==> run_1/clock_nets.png <==
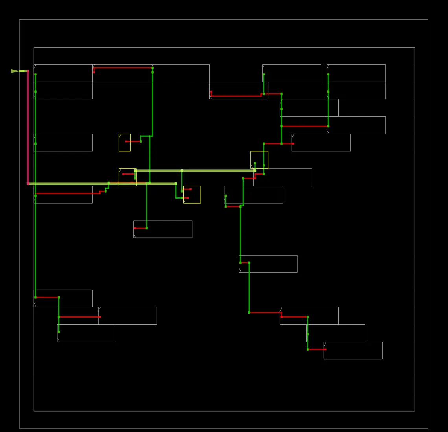
==> run_1/clock_wires.png <==
The bar under the picture is 20 microns long.
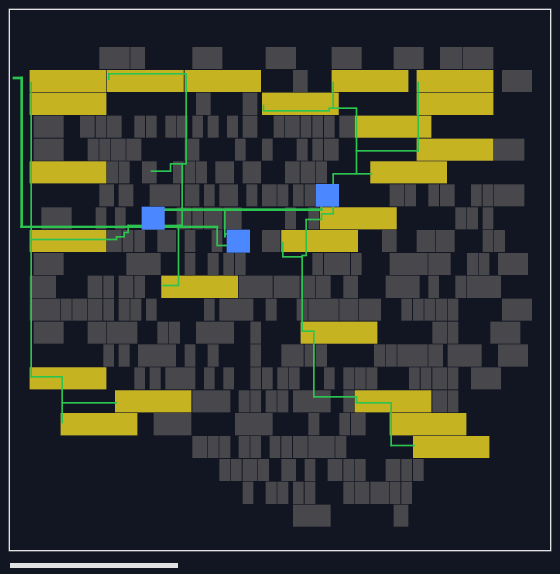
==> run_1/port_trees.png <==
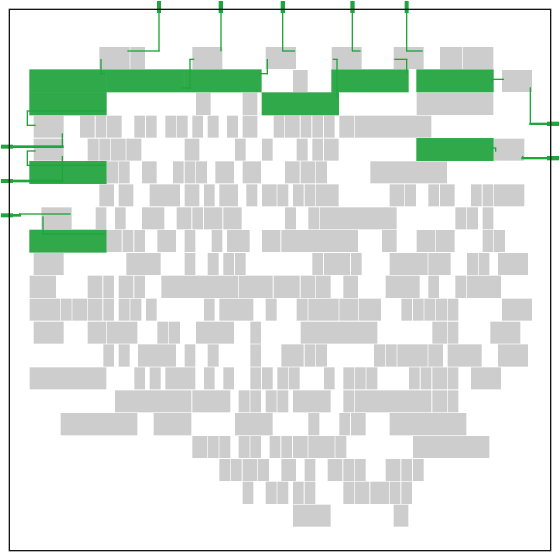
===== src/rtl/led_pattern_sequencer.sv =====
// ---------------------------------------------------------------------------
// led_pattern_sequencer
//
// Drives the board LED bar with one of four display patterns: off, bouncing
// scan, bar fill/drain, or blink. All logic runs in the slow_clock domain.
// A programmable prescaler sets the step rate. Pattern changes use a
// valid/ready handshake and take effect only at a pattern-cycle boundary,
// so a sweep is never cut off partway through.
//
// Parameters
//   NUM_LEDS   number of LEDs driven (2..15)
//   DIV_WIDTH  width of step_div and of the prescaler
//
// Ports
//   slow_clock  in   clock
//   resetn      in   asynchronous, active-low reset
//   req_valid   in   pattern change request
//   req_mode    in   requested mode: 0=IDLE 1=SCAN 2=FILL 3=BLINK
//   req_ready   out  request is accepted this cycle if req_valid is also high
//   step_div    in   pattern steps once every step_div+1 cycles (sampled live)
//   pause       in   freezes the prescaler and the pattern
//   leds        out  registered LED drive, bit0 = LED0
//   cycle_done  out  registered 1-cycle pulse after each completed pattern cycle
// ---------------------------------------------------------------------------
module led_pattern_sequencer #(
  parameter int NUM_LEDS  = 10,
  parameter int DIV_WIDTH = 4
) (
  input  logic                 slow_clock,
  input  logic                 resetn,
  input  logic                 req_valid,
  input  logic [1:0]           req_mode,
  output logic                 req_ready,
  input  logic [DIV_WIDTH-1:0] step_div,
  input  logic                 pause,
  output logic [NUM_LEDS-1:0]  leds,
  output logic                 cycle_done
);

  localparam int POS_W = $clog2(NUM_LEDS + 1);

  localparam logic [POS_W-1:0] POS_ONE       = POS_W'(1);
  localparam logic [POS_W-1:0] POS_LAST_SCAN = POS_W'(NUM_LEDS - 1);
  localparam logic [POS_W-1:0] POS_LAST_FILL = POS_W'(NUM_LEDS);

  typedef enum logic [1:0] {
    MODE_IDLE  = 2'd0,
    MODE_SCAN  = 2'd1,
    MODE_FILL  = 2'd2,
    MODE_BLINK = 2'd3
  } mode_e;

  typedef enum logic {
    DIR_UP   = 1'b0,
    DIR_DOWN = 1'b1
  } dir_e;

  mode_e                mode_q,  mode_d;
  logic [POS_W-1:0]     pos_q,   pos_d;
  dir_e                 dir_q,   dir_d;
  logic                 phase_q, phase_d;
  logic [DIV_WIDTH-1:0] presc_q, presc_d;
  logic [NUM_LEDS-1:0]  leds_q,  leds_d;
  logic                 cycle_done_q, cycle_done_d;

  logic tick;
  logic at_cycle_end;
  logic end_tick;
  logic accept;

  // LED image for a given pattern position. Used on the next-state values so
  // that leds is a plain register with no input-to-output path.
  function automatic logic [NUM_LEDS-1:0] leds_for(mode_e m, logic [POS_W-1:0] p, logic ph);
    logic [NUM_LEDS-1:0] v;
    v = '0;
    case (m)
      MODE_SCAN: begin
        for (int i = 0; i < NUM_LEDS; i++) v[i] = (p == POS_W'(i));
      end
      MODE_FILL: begin
        for (int i = 0; i < NUM_LEDS; i++) v[i] = (POS_W'(i) < p);
      end
      MODE_BLINK: v = {NUM_LEDS{ph}};
      default:    v = '0;
    endcase
    return v;
  endfunction

  assign tick = (presc_q == step_div) && !pause && (mode_q != MODE_IDLE);

  // The last step of a cycle is the descent 1->0 for SCAN/FILL, and the
  // on->off transition for BLINK.
  always_comb begin
    case (mode_q)
      MODE_SCAN, MODE_FILL: at_cycle_end = (pos_q == POS_ONE) && (dir_q == DIR_DOWN);
      MODE_BLINK:           at_cycle_end = phase_q;
      default:              at_cycle_end = 1'b0;
    endcase
  end

  assign end_tick  = tick && at_cycle_end;
  assign req_ready = (mode_q == MODE_IDLE) || end_tick;
  assign accept    = req_valid && req_ready;

  always_comb begin
    logic [POS_W-1:0] limit;
    // NOTE: every next-state signal gets a default here so no path through
    // this block can leave it unassigned and infer a latch.
    mode_d       = mode_q;
    pos_d        = pos_q;
    dir_d        = dir_q;
    phase_d      = phase_q;
    presc_d      = presc_q;
    cycle_done_d = end_tick;
    limit        = (mode_q == MODE_SCAN) ? POS_LAST_SCAN : POS_LAST_FILL;

    if (accept) begin
      // A request landing on end_tick replaces the step the old pattern
      // would have taken.
      mode_d  = mode_e'(req_mode);
      pos_d   = '0;
      dir_d   = DIR_UP;
      phase_d = 1'b0;
      presc_d = '0;
    end else if (tick) begin
      presc_d = '0;
      case (mode_q)
        MODE_SCAN, MODE_FILL: begin
          // Direction flips on arrival at an end so that the 1->0 descent is
          // always seen with dir=down, even for a two-LED bar.
          if (dir_q == DIR_UP) begin
            pos_d = pos_q + POS_ONE;
            if (pos_q + POS_ONE == limit) dir_d = DIR_DOWN;
          end else begin
            pos_d = pos_q - POS_ONE;
            if (pos_q == POS_ONE) dir_d = DIR_UP;
          end
        end
        MODE_BLINK: phase_d = ~phase_q;
        default: ;
      endcase
    end else if (!pause && (mode_q != MODE_IDLE)) begin
      // Free-running wrap lets a live step_div drop below the count safely.
      presc_d = presc_q + DIV_WIDTH'(1);
    end

    leds_d = leds_for(mode_d, pos_d, phase_d);
  end

  // NOTE: state registers use non-blocking assignments so every register
  // samples pre-edge values, independent of statement order.
  always_ff @(posedge slow_clock or negedge resetn) begin
    if (!resetn) begin
      mode_q       <= MODE_IDLE;
      pos_q        <= '0;
      dir_q        <= DIR_UP;
      phase_q      <= 1'b0;
      presc_q      <= '0;
      leds_q       <= '0;
      cycle_done_q <= 1'b0;
    end else begin
      mode_q       <= mode_d;
      pos_q        <= pos_d;
      dir_q        <= dir_d;
      phase_q      <= phase_d;
      presc_q      <= presc_d;
      leds_q       <= leds_d;
      cycle_done_q <= cycle_done_d;
    end
  end

  assign leds       = leds_q;
  assign cycle_done = cycle_done_q;

endmodule

===== config.mk =====
export PLATFORM = sky130hd
export DESIGN_NAME = led_pattern_sequencer
export DESIGN_NICKNAME = d
export VERILOG_FILES = /design/src/rtl/led_pattern_sequencer.sv
export SDC_FILE = /design/constraint.sdc
export NUM_CORES = 1
export LEC_CHECK = 0
export ABC_AREA = 1
export CAP_MARGIN = 20
export CORE_MARGIN = 2
export CORE_UTILIZATION = 45
export CTS_CLUSTER_SIZE = 24
export DETAILED_ROUTE_END_ITERATION = 10
export PLACE_DENSITY = 0.68
export SETUP_SLACK_MARGIN = 0.05
export SLEW_MARGIN = 20
export SYNTH_ARGS = -nofsm -noshare
export SYNTH_HDL_FRONTEND = slang
export SYNTH_SLANG_ARGS = --single-unit

===== constraint.sdc =====
create_clock -name slow_clock -period 3 [get_ports slow_clock]
set_input_delay 0.6 -clock slow_clock [delete_from_list [all_inputs] [get_ports slow_clock]]
set_output_delay 0.6 -clock slow_clock [all_outputs]
set_load 0.02 [all_outputs]

==> summary.txt, run 1 <==
run metrics: status=finished, final reports clean, Area Overhead vs Synth=18.4%, EDFF count, synth=0, row count=21, setup_tns=0 ns, reg-to-reg critical path endpoint=leds[5]$_DFF_PN0_, drt pass-1 iters=4, drt wl/cell=about 11 microns, most used logic cell in the final layout=nand2_1, die span in y=64.2 microns, mux share=0%, Levels on crit path=9, flop share of the area=29.8%, XORs/XNORs by Area=0.537%, Routed Antenna Nets=0, diode count=0, top cells, area=dfrtp_1 35%, nand2_1 17%, nand3_1 9.5%, nonclk buf count=24, async set-reset flop share out of synthesis=100%, crit-path max FO=6, HPWL after DPL=2600 microns, cell area after layout=1930 sq um, gp weighted congestion=0.820, H-tree levels=1, Leak=1.05 nW, post-synth top area share=35.3%, ys cells=235, Comb pwr share=58.1%, hold slack=0.582 ns, Final WS setup=0.328 ns, Slowest-stage cell, CP=dfrtp_1, Final Hold Viols=0, seq_cells=23, main logic family after synthesis=simple AND/OR/NAND/NOR gates, most used cell, CP=nand2_1, end of the critical path=req_ready, die area=4120 sq um, cell family contributing the most delay on the critical path=simple AND/OR/NAND/NOR gates, crit path launch=mode_q[0]$_DFF_PN0_, worst r2r src=mode_q[0]$_DFF_PN0_, Synth cell types=24, Clock Pin Slew Worst Setup and Hold Paths=between 0.1 and 0.15 ns, crit path DRT=2.40 ns, combinational share of cell area=47.0%, top cell category=combinational gates, fa+ha+maj area frac=6.14%, Logic inverters=35, hold path cells=2, Top cells excl fill/tap=75 x nand2_1, 31 x nand3_1, 27 x inv_1, 23 x dfrtp_1, 21 x nor2_1, maximum vdd drop=~0.39 mV, Seq. cell area=576 sq um, fin crit period=around 2.7 ns, total combinational power=0.842 mW, syn_nets=253, total number of vias=between 1,000 and 1,500, YS chip area=1630 sq um, GRT Overall Usage=18.5%, CP Class=flip-flop to output port, crit end category=output port, hold path endpoint=presc_q[3]$_DFFE_PN0P_, non-filler cells, final=307, sequential area share after synthesis=a little over a third, total gr overflow=0, Top pwr grp=combinational cells, P_seq=0.463 mW, Pwr Total=1.45 mW, Post-Syn Area per Cell=around 7 sq um, synth warn=0, global-route wire length before repair=6170 microns, Init Core Util=47.7%, pin count of the biggest net entering global routing=24, dpl ws=0.140 ns, CTS tree=yes, post-cts resize count=1
Notes on clock_nets.png above:
clock buffer count: 3
total CTS buffers: 3
Skew-Pair Late Insertion Delay: 0.31 ns
clk sinks: 23
Worst Skew: 0.00220 ns

Notes on clock_wires.png above:
legend:
  blue:
    item: clock-net drivers
    count: 3
  green:
    item: clock wires
    length: 284 microns
  yellow:
    item: flip-flops
    count: 23
flops lie: all over the die
routed clock nets: 4
clock power share: 10.0%
Clock group: 0.144 mW

Notes on port_trees.png above:
legend:
  green:
    port: leds
    bits: 10
    direction: output
    end_cells: 10
    buffers: 10
    wire: 116 microns
port bufs: 21
io pins: 22

[run 1: per-layer routing]
metal	vias to the layer above	global-route usage, %	share of wire, %
met5	-	0	0
met4	0	3.19	0.51
met3	2	3.35	5.3
met2	35	31.1	44
met1	650	25.3	50
li1	794	-	-
[run 1: cell families (layout without fill, tap and decap cells)]
| group | Yosys count | in the layout |
|---|---|---|
| flops | 23 | 23 |
| buf+inv | 37 | 63 |
| simple gates | 152 | 152 |
| fa+ha+maj | 8 | 8 |
| compound gates | 14 | 14 |
| xor+xnor | 1 | 1 |
[run 1: flip-flops by register name (all words and copies together), names as in the netlist]
name,cells
phase_q,1
pos_q,4
mode_q,2
cycle_done,1
presc_q,4
dir_q,1
leds,10
==> run_1/gates.png <==
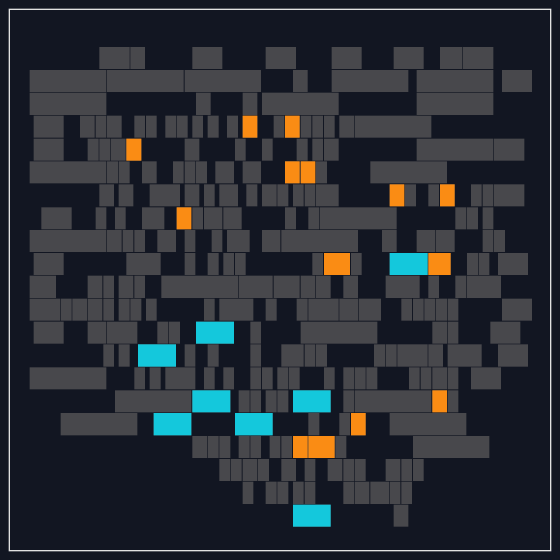

==> run 2: changes to the inputs <==
--- a/config.mk
+++ b/config.mk
@@ -8,10 +8,11 @@
 export ABC_AREA = 1
 export CAP_MARGIN = 20
 export CORE_MARGIN = 2
-export CORE_UTILIZATION = 45
+export CORE_UTILIZATION = 55
+export CTS_CLUSTER_DIAMETER = 120
 export CTS_CLUSTER_SIZE = 24
 export DETAILED_ROUTE_END_ITERATION = 10
-export PLACE_DENSITY = 0.68
+export PLACE_DENSITY = 0.81
 export SETUP_SLACK_MARGIN = 0.05
 export SLEW_MARGIN = 20
 export SYNTH_ARGS = -nofsm -noshare
==> run_2/gates.png <==
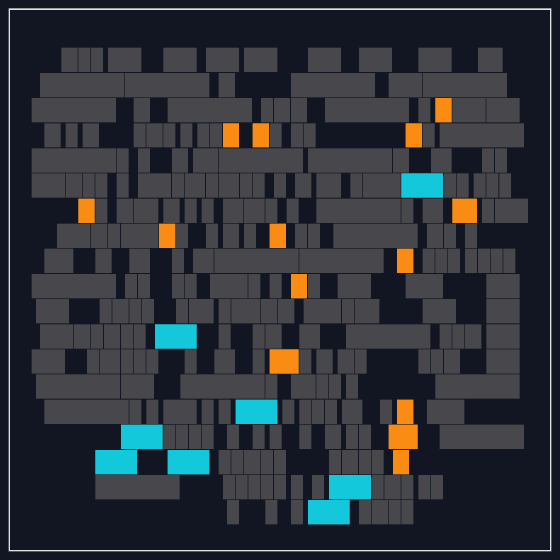
legend:
  cyan:
    family: fa/ha/maj cells
    cells: 8
  orange:
    family: aoi and oai cells
    cells: 14
most used logic cell in the final layout: nand2_1
combinational share of cell area: 47.3%
non-filler cells, final: 293

==> run 2 against run 1 <==
Against the previous run:
- register-to-register slack got worse by 0.08 ns
- critical path type unchanged
- highest routed layer unchanged
- combinational power increased by 3.2%
- clock-buffer cell count increased by 1
- via count increased by 5.5%
- sequential cell count unchanged
==> summary.txt, run 2 <==
run metrics: status=finished, final reports clean, sequential area share after synthesis=35.3%, flop share of the area=30.0%, Comb pwr share=58.9%, Clock-cell share=1.37%, nonclk buf count=25, CP Class=flip-flop to output port, count leader, synth=nand2_1, Max clock buf depth=2, total gr overflow=0, Max Used Layer=met4, wire length on met1=approximately 1600 microns, max_slew headroom=80.2%, Post-Syn Area per Cell=slightly below 7 sq um, seq_cells=23, global route hottest layer=met2, H-tree levels=1, Vias/cell=5.33, max reg flops=10, CP bufs+invs=2, port bufs=21, main logic family after synthesis=simple AND/OR/NAND/NOR gates, Hold Buf Count CTS=0, syn_nets=253, Leak=1.05 nW, OpenROAD warnings=30, Logic inverters=35, P_seq=about 0.46 mW, maximum vdd drop=between 0.6 and 0.7 mV, EDFF count, synth=0, HPWL after DPL=between 2000 and 3000 microns, Final non-clock buffer share=12.5%, Top cells excl fill/tap=75 x nand2_1, 31 x nand3_1, 27 x inv_1, 23 x dfrtp_1, 21 x nor2_1, XORs/XNORs by Area=0.537%, Final WS setup=0.272 ns, Routed Antenna Nets=0, total number of vias=1,563, Slowest-stage cell, CP=dfrtp_1, top cells, area=dfrtp_1 35%, nand2_1 17%, nand3_1 9.5%, Worst Skew=0.0116 ns, Clock Pin Slew Worst Setup and Hold Paths=around 0.13 ns, met2 WL=between 1500 and 2000 microns, met2 GRT Util=41.1%, global-route wire length before repair=5900 microns, pin count of the biggest net entering global routing=24, clock power share=under 10%, GRT Overall Usage=21.9%, Init Core Util=between 50 and 60%, YS chip area=between 1500 and 2000 sq um, most used cell, CP=nand2_1, share of cells above drive strength 1=between 10 and 15%, met3 Usage GRT=between 2 and 3%, clock buffer count=4, ys cells=235, CTS tree=yes, gp weighted congestion=0.874, drt pass-1 iters=5, Final Hold Viols=0, async set-reset flop share out of synthesis=100%, crit path DRT=2.40 ns, Synth top cells by count=75 x nand2_1, 31 x nand3_1, 27 x inv_1, 23 x dfrtp_1, 21 x nor2_1, Placed Instance Area=1890 sq um, Synth cell types=24, Detail Route met3 WL=roughly 180 microns, setup_tns=0 ns, diode count=0, Area Overhead vs Synth=17.7%, mux share=0%, drt wl/cell=12.0 microns, synth warn=0, die span in y=58.4 microns, dpl ws=0.136 ns, Pwr Total=1.47 mW, WP data arrival=around 2.1 ns, post-cts resize count=1, fin crit period=roughly 2.7 ns, Worst setup SP type=flip-flop, CTS Root Cell=clkbuf_4, initial antenna violation count=0, total combinational power=about 0.87 mW, final worst-path cycle share=90.9%, Fillers=253, top cell category=combinational gates, GR Util met1=roughly 28%, post-synth top area share=35.3%, io pins=22, Top pwr grp=combinational cells, cell family contributing the most delay on the critical path=simple AND/OR/NAND/NOR gates, Seq. cell area=approximately 580 sq um, crit end category=output port, Registers, synthesis=23, Skew-Pair Late Insertion Delay=0.31 ns, crit-path max FO=6, clk sinks=23, total CTS buffers=3, Slew Limit Fails=0, hold slack=0.570 ns, row count=19, fa+ha+maj area frac=6.14%, cell area after layout=1920 sq um, Clock group=between 0.1 and 0.15 mW, die area=3420 sq um
==> run 2: cell count changes in the layout (fill, tap and decap cells not counted) <==
cell and change:
clkinv_2 -1, clkbuf_1 +1, buf_4 +1
==> run 2: worst paths after layout <==
kind / endpoint / slack [ns] / start / cells after the start
max in group asynchronous: leds[1]$_DFF_PN0_ / 2.13 / resetn / 2
worst max register to register: leds[6]$_DFF_PN0_ / 0.67 / mode_q[0]$_DFF_PN0_ / 15
worst min register to register: presc_q[3]$_DFFE_PN0P_ / 0.57 / presc_q[3]$_DFFE_PN0P_ / 2
worst min-delay path: presc_q[3]$_DFFE_PN0P_ / 0.57 / presc_q[3]$_DFFE_PN0P_ / 2
worst max-delay path: req_ready / 0.27 / mode_q[0]$_DFF_PN0_ / 9
min in group asynchronous: leds[0]$_DFF_PN0_ / 0.63 / resetn / 2
==> run_2/clock_wires.png <==
The bar under the picture is 20 microns long.
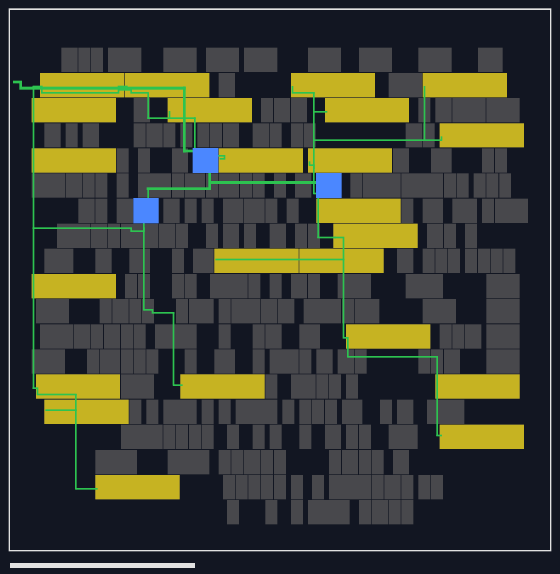

==> run 3: changes to the inputs <==
==> constraint.sdc (replaced) <==
create_clock -name slow_clock -period 3 [get_ports slow_clock]
set_input_delay 0.9 -clock slow_clock [delete_from_list [all_inputs] [get_ports slow_clock]]
set_output_delay 0.9 -clock slow_clock [all_outputs]
set_load 0.02 [all_outputs]
==> run_3/clock_wires.png <==
The bar under the picture is 20 microns long.
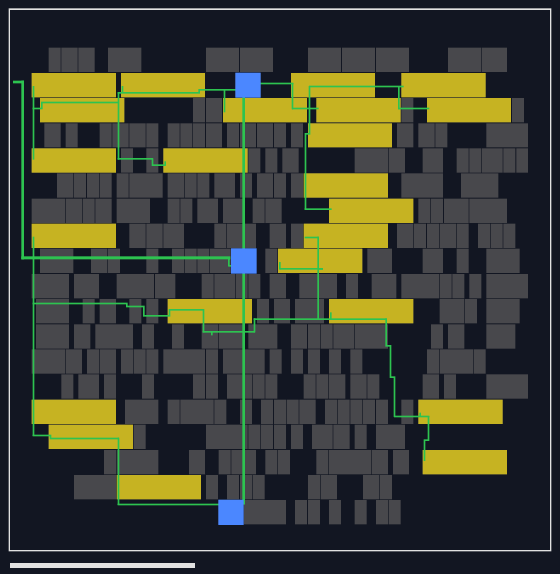
legend:
  green:
    item: clock wires
    length: 316 microns
  blue:
    item: clock-net drivers
    count: 3
  yellow:
    item: flip-flops
    count: 23
routed clock nets: 4
Worst Skew: 0.0153 ns
Clock group: 0.151 mW

==> run 3 against run 2 <==
Against the previous run:
- clock power is 6% higher
- via count is 1.9% lower
- register-to-register slack worse by 0.02 ns
- sequential cell count stayed put
- worst hold slack worse by 0.010 ns
- global-route usage is 1.8 points higher
- die size stayed put
- highest routed layer unchanged
==> summary.txt, run 3 <==
run metrics: fmax=~350 MHz, fin crit period=2.89 ns, Setup Buffers After CTS=0, total CTS buffers=3, Final Setup Violations=0, power per standard cell area=roughly 780 nW/um^2, Synth cell types=24, Core ar.=between 2000 and 3000 sq um, Critical Path, Cell by Cell=clkdlybuf4s50_1 > inv_1 > nand2_1 > nand2_1 > nor2_4 > nand3_2 > nand2_4 > buf_6, H-tree levels=1, comb_multi_in=175, hold slack=0.560 ns, YS chip area=1630 sq um, post-synth top area share=between 30% and 40%, Worst setup SP type=input port, diode count=0, Init Core Util=58.6%, top cells, area=dfrtp_1 35%, nand2_1 17%, nand3_1 9.5%, max_slew headroom=79.2%, flop share of the area=29.5%, io pins=22, die span in y=58.4 microns, seq_cells=23, RSZ-0062 raised after global routing=no, synth warn=0, global-route wire length before repair=6220 microns, Clock-cell share=approximately 1.4%, worst r2r src=mode_q[0]$_DFF_PN0_, Pwr Total=1.52 mW, Logic inverters=35, Post-Syn Area per Cell=around 6.9 sq um, Final non-clock buffer share=13.8%, port bufs=21, worst hold path type=flip-flop to flip-flop, share of cells above drive strength 1=between 10% and 20%, total number of vias=between 1,500 and 2,000, XORs/XNORs by Area=0.537%, Placed Instance Area=1920 sq um, reg-to-reg slack, setup=0.65 ns, Top cells excl fill/tap=74 x nand2_1, 31 x nand3_1, 27 x inv_1, 23 x dfrtp_1, 21 x nor2_1, top cell category=combinational gates, synthesized area=1630 sq um, async set-reset flop share out of synthesis=100%, max reg flops=10, cell family contributing the most delay on the critical path=buffers and inverters, post-synthesis simple-gate area fraction=44.1%, CTS tree=yes, Util after Layout=70.2%, final worst-path cycle share=96.2%, Seq. cell area=576 sq um, mux share=0%, clock buffer count=3, drt wl/cell=12.0 microns, hold path cells=2, row count=19, number of global-route vias before repair=about 1,500, crit-path max FO=2, Synth top cells by count=75 x nand2_1, 31 x nand3_1, 27 x inv_1, 23 x dfrtp_1, 21 x nor2_1, Skew-Pair Late Insertion Delay=between 0.3 and 0.4 ns, MaxCap Viol Count=0, setup_tns=0 ns, Fillers=251, cell area after layout=approximately 2000 sq um, CP Class=input port to output port, ao+oa area frac=4.91%, Area Overhead vs Synth=19.8%, Iteration-0 DRC Markers=~70, clk sinks=23, Tap Cells=31, most used logic cell in the final layout=nand2_1, post-cts resize count=5, fa+ha+maj area frac=~6.1%, crit end category=output port, EDFF count, synth=0, Registers, synthesis=23, Final WS setup=0.115 ns, hold path endpoint=presc_q[3]$_DFFE_PN0P_, biggest area consumer among synthesized cells=dfrtp_1, Top FF cell, synth=dfrtp_1, CP bufs+invs=3, WP data arrival=1.99 ns, main logic family after synthesis=simple AND/OR/NAND/NOR gates, Routed Antenna Nets=0, Slowest-stage cell, CP=clkdlybuf4s50_1, initial antenna violation count=0, most used cell, CP=nand2_1, Leak=1.10 nW, syn_nets=253, dpl cells=292, sequential area share after synthesis=35.3%, total gr overflow=0, pin count of the biggest net entering global routing=24, Hold Buf Count CTS=0, count leader, synth=nand2_1, max incr delay on CP=0.48 ns, nets@finish=around 280, Final Hold Viols=0, DRC Markers=0, drt pass-1 iters=5, Slew Limit Fails=0, die width=58.4 microns, combinational share of cell area=46.6%, status=finished, final reports clean, OpenROAD warnings=30, dpl ws=-0.375 ns, Post-Synthesis Cells=~240, ys cells=235, GRT Overall Usage=a little under a quarter, HPWL after DPL=2690 microns, CTS Root Cell=clkbuf_4, Vias/cell=about 5.2, Worst-Margin Slew=0.313 ns, final wirelength=3550 microns, nonclk buf count=28, non-filler cells, final=about 300, die area=3420 sq um, gp weighted congestion=0.913, Clock Pin Slew Worst Setup and Hold Paths=0.12 ns, reg-to-reg critical path endpoint=leds[1]$_DFF_PN0_, HP Start=presc_q[3]$_DFFE_PN0P_, maximum vdd drop=0.608 mV, R2R cell count=13, crit path DRT=between 2 and 2.5 ns, Max clock buf depth=2, logic area=910 sq um
run 3: worst max-delay path by stage:
stage                      from   endpoint  slack (ns)  cells past startpoint
finish              step_div[2]  req_ready        0.11                      8
global route        step_div[2]  req_ready        0.07                      8
CTS                 step_div[2]  req_ready        0.07                      8
detailed placement        pause  req_ready       -0.38                      7
global placement    step_div[2]  req_ready       -0.34                      8
floorplan                 pause  req_ready        0.63                      5
run 3: per-layer routing:
metal | vias up | global-route usage (%) | wire length (microns)
met5 | - | 0 | 0
met4 | 0 | 12.3 | 64
met3 | 5 | 2.42 | 175
met2 | 45 | 39.8 | 1680
met1 | 681 | 30.0 | 1620
li1 | 802 | - | -
run 3: where the power goes:
group,internal (mW),switching [mW]
combinational,0.342,0.569
clock,0.0501,0.101
sequential,0.385,0.0683
Power is estimated from default activity; no workload was simulated.
